**config.mk**
```make
export PLATFORM = sky130hd
export DESIGN_NAME = ring_row_tuner
export DESIGN_NICKNAME = d
export VERILOG_FILES = /design/src/rtl/ring_row_tuner.sv
export SDC_FILE = /design/constraint.sdc
export NUM_CORES = 1
export LEC_CHECK = 0
export ABC_AREA = 1
export CAP_MARGIN = 20
export CORE_ASPECT_RATIO = 0.9
export CORE_MARGIN = 4
export CORE_UTILIZATION = 40
export DETAILED_ROUTE_END_ITERATION = 10
export PLACE_DENSITY_LB_ADDON = 0.25
export SYNTH_ARGS = -nofsm -noshare
export SYNTH_HDL_FRONTEND = slang
export SYNTH_SLANG_ARGS = --single-unit
```
**constraint.sdc**
```tcl
create_clock -name i_clk -period 4.7 [get_ports i_clk]
set_input_delay 0.94 -clock i_clk [delete_from_list [all_inputs] [get_ports i_clk]]
set_output_delay 0.94 -clock i_clk [all_outputs]
set_load 0.01 [all_outputs]
```
**src/rtl/ring_row_tuner.sv**
```systemverilog
// Ring-resonator row tuner: sweeps each ring's heater DAC in index order,
// locks onto the drop-port power peak, and commits the best code per ring.

module ring_lane #(
    parameter int CODE_WIDTH = 8
) (
    input  logic                  i_clk,
    input  logic                  i_rst_n,
    input  logic                  clr,
    input  logic                  code_we,
    input  logic [CODE_WIDTH-1:0] code_d,
    input  logic                  lock_we,
    input  logic                  lock_d,
    output logic [CODE_WIDTH-1:0] code,
    output logic                  locked
);
    always_ff @(posedge i_clk or negedge i_rst_n) begin
        if (!i_rst_n) begin
            code   <= '0;
            locked <= 1'b0;
        end else if (clr) begin
            code   <= '0;
            locked <= 1'b0;
        end else begin
            if (code_we) code <= code_d;
            if (lock_we) locked <= lock_d;
        end
    end
endmodule

module ring_row_tuner #(
    parameter int NUM_CHANNEL   = 8,
    parameter int CODE_WIDTH    = 8,
    parameter int PWR_WIDTH     = 10,
    parameter int CODE_STEP     = 1,
    parameter int SETTLE_CYCLES = 4,
    localparam int CH_W = (NUM_CHANNEL > 1) ? $clog2(NUM_CHANNEL) : 1
) (
    input  logic                                  i_clk,
    input  logic                                  i_rst_n,
    input  logic                                  i_start,
    input  logic [NUM_CHANNEL-1:0][PWR_WIDTH-1:0] i_pwr_code,
    input  logic [PWR_WIDTH-1:0]                  i_pwr_thresh,
    output logic [NUM_CHANNEL-1:0][CODE_WIDTH-1:0] o_tune_code,
    output logic [NUM_CHANNEL-1:0]                o_locked,
    output logic                                  o_busy,
    output logic                                  o_done,
    output logic [CH_W-1:0]                       o_active_ch
);
    localparam int SC_W = (SETTLE_CYCLES > 1) ? $clog2(SETTLE_CYCLES) : 1;
    localparam logic [CODE_WIDTH:0] CODE_MAX  = (CODE_WIDTH+1)'((1 << CODE_WIDTH) - 1);
    localparam logic [CODE_WIDTH:0] STEP_EXT  = (CODE_WIDTH+1)'(CODE_STEP);
    localparam logic [SC_W-1:0]     SETTLE_LD = SC_W'(SETTLE_CYCLES - 1);
    localparam logic [CH_W-1:0]     LAST_CH   = CH_W'(NUM_CHANNEL - 1);

    typedef enum logic [2:0] {IDLE, SETTLE, SAMPLE, COMMIT, DONE} state_t;

    state_t                state, state_nx;
    logic [CH_W-1:0]       ch;
    logic [CODE_WIDTH-1:0] code;
    logic [SC_W-1:0]       cnt;
    logic [PWR_WIDTH-1:0]  best_pwr;
    logic [CODE_WIDTH-1:0] best_code;
    logic                  have_best;

    logic [PWR_WIDTH-1:0]  pwr_sel;
    logic [CODE_WIDTH:0]   code_nx;
    logic                  last_pt, last_ch, take, start_ok;

    assign pwr_sel  = i_pwr_code[ch];
    // one extra bit so the step past the top code is seen, not wrapped
    assign code_nx  = {1'b0, code} + STEP_EXT;
    assign last_pt  = code_nx > CODE_MAX;
    assign last_ch  = ch == LAST_CH;
    assign take     = !have_best || (pwr_sel > best_pwr);
    assign start_ok = (state == IDLE) && i_start;

    always_ff @(posedge i_clk or negedge i_rst_n) begin
        if (!i_rst_n) state <= IDLE;
        else          state <= state_nx;
    end

    always_comb begin
        state_nx = state;
        unique case (state)
            IDLE:    if (i_start) state_nx = SETTLE;
            SETTLE:  if (cnt == '0) state_nx = SAMPLE;
            SAMPLE:  state_nx = last_pt ? COMMIT : SETTLE;
            COMMIT:  state_nx = last_ch ? DONE : SETTLE;
            DONE:    state_nx = IDLE;
            default: state_nx = IDLE;
        endcase
    end

    always_ff @(posedge i_clk or negedge i_rst_n) begin
        if (!i_rst_n) begin
            ch        <= '0;
            code      <= '0;
            cnt       <= '0;
            best_pwr  <= '0;
            best_code <= '0;
            have_best <= 1'b0;
        end else begin
            unique case (state)
                IDLE: if (i_start) begin
                    ch        <= '0;
                    code      <= '0;
                    cnt       <= SETTLE_LD;
                    best_pwr  <= '0;
                    best_code <= '0;
                    have_best <= 1'b0;
                end
                SETTLE: if (cnt != '0) cnt <= cnt - 1'b1;
                SAMPLE: begin
                    // strict compare: ties keep the lower code
                    if (take) begin
                        best_pwr  <= pwr_sel;
                        best_code <= code;
                    end
                    have_best <= 1'b1;
                    if (!last_pt) begin
                        code <= code_nx[CODE_WIDTH-1:0];
                        cnt  <= SETTLE_LD;
                    end
                end
                COMMIT: if (!last_ch) begin
                    ch        <= ch + 1'b1;
                    code      <= '0;
                    cnt       <= SETTLE_LD;
                    best_pwr  <= '0;
                    best_code <= '0;
                    have_best <= 1'b0;
                end
                DONE:    ch <= '0;
                default: ;
            endcase
        end
    end

    logic                  sweep_we, commit_we;
    logic [CODE_WIDTH-1:0] lane_code_d;
    logic                  lane_lock_d;

    assign sweep_we    = (state == SAMPLE) && !last_pt;
    assign commit_we   = state == COMMIT;
    assign lane_code_d = commit_we ? best_code : code_nx[CODE_WIDTH-1:0];
    assign lane_lock_d = best_pwr >= i_pwr_thresh;

    for (genvar g = 0; g < NUM_CHANNEL; g++) begin : g_lane
        logic sel;
        assign sel = ch == CH_W'(g);
        ring_lane #(.CODE_WIDTH(CODE_WIDTH)) u_lane (
            .i_clk   (i_clk),
            .i_rst_n (i_rst_n),
            .clr     (start_ok),
            .code_we (sel && (sweep_we || commit_we)),
            .code_d  (lane_code_d),
            .lock_we (sel && commit_we),
            .lock_d  (lane_lock_d),
            .code    (o_tune_code[g]),
            .locked  (o_locked[g])
        );
    end

    assign o_busy      = state != IDLE;
    assign o_done      = state == DONE;
    assign o_active_ch = ch;
endmodule

```
Clock network drawn from the DEF:
Drawn at 2 px/um.
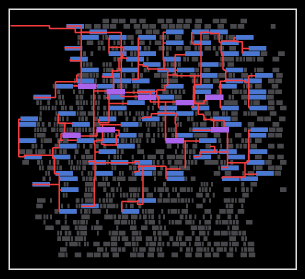
[flip-flops] blue | count: 107
[clock wires] red | length: 1,270 um
[clock drivers] purple | count: 9
routed clock nets: 10
Worst Clk Skew: 0.0112 ns
worst skew pair latency: 0.35 ns

Congestion heat map:
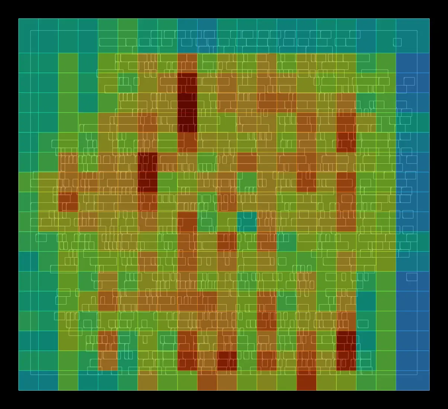
met3 GRT Util: 2.58%
wire per inst: 16.3 um
total global-route track usage: 20.8%
grt peak-use layer: met2
Core Util, Final: 53.5%

Cell area per tile:
Drawn at 2 px/um. The die is cut into 14 by 13 equal tiles; dark blue is low, red is high, 0 to 100% covered.
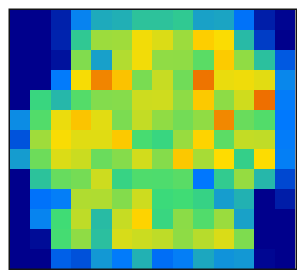
mean over tiles: 45%
emptiest ninth of the die: top left
nearly empty tiles: 13%
tiles over 75% full: 7.7%
fullest tile: 87%
Initial Util: 40.7%
Core Area: 16,100 um^2

==> impl_metrics.py <==
# Metrics from the implementation run
metrics = {
    "outcome": {
        "outcome": "finished, final reports clean",
    },
    "global_routing": {
        "use_met1_pct": 30.5,
        "grt_overflow": 0,
        "grt_antenna_before_repair": 0,
        "grt_pass1_vias": 5725,
        "grt_pass1_wl_mm": 31.0,
        "grt_max_degree": 70,
        "met2_usage_pct": 33.7,
    },
    "final_timing": {
        "hold_violations": 0,
        "fin_setup_tns_ns": 0,
        "fin_crit_ns": 3.32,
        "relSlewSlack_pct": 33.3,
        "fmax_mhz": 301,
        "setup_viol_count_final": 0,
        "tightest_slew_ns": 0.997,
        "period_used_pct": 70.7,
        "slew_viol_final": 0,
        "rsz0062_at_grt": "no",
    },
    "route": {
        "met3WireLength_um": 849,
        "postRouteAntennaNets": 0,
        "via_per_inst": 5.21,
        "drc_errors": 0,
        "top_layer": "met4",
        "wl_met1_mm": 8.87,
        "routed-wl-met2_mm": 9.23,
        "first_pass_iters": 5,
        "drtIter0Drc": 567,
    },
    "synth": {
        "numSynthFlops": 107,
        "topCellsByArea": "dfrtp_1 (41%), nand2_1 (11%), nand3_2 (7.4%)",
        "yosysTopAreaCellShare_pct": 41.0,
        "synth.area.mux_share_pct": 0,
        "syn_nets": 948,
        "simple_gate_area_share_pct": 36.3,
        "ys_sh_xor_pct": 0.134,
        "fa_ha_area_share_pct": 5.55,
        "ys_cells": 826,
        "ys_warn_count": 0,
        "top_area_cell": "dfrtp_1",
        "yosys_area_um2": 6540,
        "ys_types": 35,
        "ys_sh_aoi_pct": 9.15,
        "avgSynthCellArea_um2": 7.91,
        "postSynthSeqShare_pct": 41.0,
        "synth.logic.top_family": "simple AND/OR/NAND/NOR gates",
        "synth_cells": 826,
        "synth_area_um2": 6540,
    },
    "cts": {
        "ctsResizeCount": 0,
        "clkTransAtPathRegs_ns": 0.08,
        "root_buffer": "clkbuf_16",
        "cts_hold_buf": 0,
        "cts-buffers-inserted": 9,
        "cts_setup_buffers": 0,
        "clock_sinks": 107,
        "max-clock-path-buffers": 2,
        "cts_tree": "built",
        "h-tree-depth": 3,
    },
    "floorplanning": {
        "dieHeight_um": 129,
        "fp.dieW_um": 143,
        "rows": 44,
        "die-area_um2": 18400,
    },
    "worst_setup_path": {
        "r2r-start": "o_active_ch[0]$_DFFE_PN0P_",
        "crit_path_start": "o_active_ch[0]$_DFFE_PN0P_",
        "r2r.worst_path.cells": 13,
        "r2r_slack_ns": 1.38,
        "critPathLaunchType": "flop",
        "required_ns": 4.98,
        "cp-endpoint": "best_code[2]$_DFFE_PN0P_",
        "critical_path.max_fanout": 27,
        "critPathArrivalTime_ns": 3.61,
        "worstSetupPathType": "reg -> reg",
        "r2r-end": "best_code[2]$_DFFE_PN0P_",
        "end_kind": "flop",
    },
    "cells_and_area": {
        "nets": 1087,
        "stdcell_area_um2": 8610,
        "layout_top_cell": "nand2_1",
        "drive_above_1_share_pct": 11.0,
        "area_growth_pct": 31.7,
        "layout_top_cells": "nand2_1 (196), clkdlybuf4s50_1 (168), dfrtp_1 (107)",
        "num_antenna_cells": 0,
    },
    "place": {
        "gp_congestion": 0.847,
        "dp_hpwl_mm": 14.1,
        "postPlaceCellArea_um2": 8300,
    },
    "hold_path": {
        "hold_path.class": "reg -> reg",
        "hold_depth": 2,
    },
    "power": {
        "p_per_area_nw_per_um2": 258,
        "p_total_mw": 2.22,
        "ir_worst_vdd_mv": 0.197,
        "p_leak_nw": 4.03,
    },
    "job": {
        "maxCapViolations": 0,
        "warning_count": 31,
    },
}
Met4 routing:
Drawn at 2 px/um. Supply wires on this layer in grey.
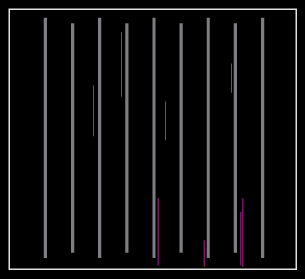
share of all routed wire: 1.0%
nets with wire on the layer: 7
longest straight run: 34.0 um
main direction: vertical
wire length on this layer: 197 um
drt total wl: 19.1 mm
vias post-DR: 6,127

Port wiring:
Drawn at 2 px/um.
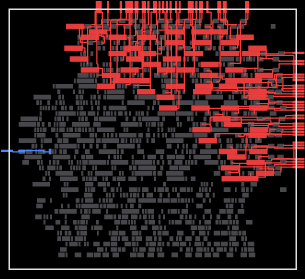
| port | colour | bits | direction | end cells | buffers | wire |
|---|---|---|---|---|---|---|
| `o_tune_code` | red | 64 | output | 64 | 64 | 2,020 um |
| `o_busy` | blue | 1 | output | 1 | 1 | 24.3 um |
Top Ports: 170
Port Buf Inserts: 169

cell type report:
class	instances	area, um^2
clock buffer	9	225
clock inverter	7	81.3
fill	1529	7470
inverter	63	238
multi-input combinational	602	3340
sequential	107	2680
tap	207	259
timing repair buffer	182	1790
worst min path at each step:
| stage | startpoint | endpoint |
|---|---|---|
| 5_1_grt | best_code[0]$_DFFE_PN0P_ | best_code[0]$_DFFE_PN0P_ |
| 6_report | best_code[2]$_DFFE_PN0P_ | best_code[2]$_DFFE_PN0P_ |
| 2_1_floorplan | best_code[0]$_DFFE_PN0P_ | best_code[0]$_DFFE_PN0P_ |
| 3_5_place_dp | best_code[0]$_DFFE_PN0P_ | best_code[0]$_DFFE_PN0P_ |
| 3_3_place_gp | best_code[2]$_DFFE_PN0P_ | best_code[2]$_DFFE_PN0P_ |
| 4_1_cts | best_code[0]$_DFFE_PN0P_ | best_code[0]$_DFFE_PN0P_ |
where the power goes:
part           switching (mW)  leakage, nW  internal (mW)
Clock                   0.383        0.150          0.381
Sequential             0.0596         1.42          0.978
Combinational           0.232         2.46          0.187
sequential cells by signal, summed over array words and instances, names as in the netlist:
signal / count
g_lane.u_lane.locked: 8
cnt: 2
code: 8
o_active_ch: 3
have_best: 1
state: 3
best_code: 8
g_lane.u_lane.code: 64
best_pwr: 10
worst max-delay path, cell delays in order, from the launching register on:
cell      delay, ns
dfrtp_1        0.38
inv_1          0.56
buf_4          0.29
o21ai_0        0.11
o221ai_1       0.19
o21ai_0        0.19
ha_1           0.25
o21bai_1       0.17
nand4_1        0.10
nand4_1        0.09
o21ai_0        0.11
nand2_1        0.50
nand4_1        0.20
nand2_1        0.11
Yosys cell counts:
| master | n |
|---|---|
| nor3_1 | 8 |
| o211ai_1 | 2 |
| nor4_1 | 1 |
| nand2_1 | 196 |
| clkbuf_1 | 24 |
| buf_6 | 1 |
| nand3_2 | 48 |
| a21oi_1 | 18 |
| clkinv_1 | 1 |
| o21ai_2 | 1 |
| o22ai_1 | 20 |
| a211oi_1 | 1 |
| o221ai_1 | 1 |
| buf_2 | 16 |
| o21bai_1 | 1 |
| buf_4 | 9 |
| nand2_8 | 6 |
| inv_2 | 10 |
| dfrtp_1 | 107 |
| buf_1 | 3 |
| ha_1 | 29 |
| nand3b_1 | 1 |
| nand2_2 | 5 |
| or2_2 | 1 |
| o21ai_0 | 56 |
| inv_1 | 52 |
| nor2_1 | 71 |
| nand3_1 | 91 |
| nor2_2 | 3 |
| nor2_4 | 2 |
| nand4_1 | 27 |
| xor2_1 | 1 |
| nand2_4 | 1 |
| o21ai_1 | 11 |
| buf_12 | 1 |
through the flow:
| stage | hold slack, ns | cells | setup slack [ns] |
|---|---|---|---|
| 3_3_place_gp | 0.450 | 1161 | 1.23 |
| 5_1_grt | 0.497 | 1177 | 1.08 |
| 4_1_cts | 0.472 | 1177 | 1.41 |
| 3_5_place_dp | 0.453 | 1161 | 1.18 |
| 6_report | 0.470 | 1177 | 1.38 |
| 2_1_floorplan | 0.437 | 826 | 1.97 |
Power figures rest on the tool's default switching activity, not on a simulated workload.
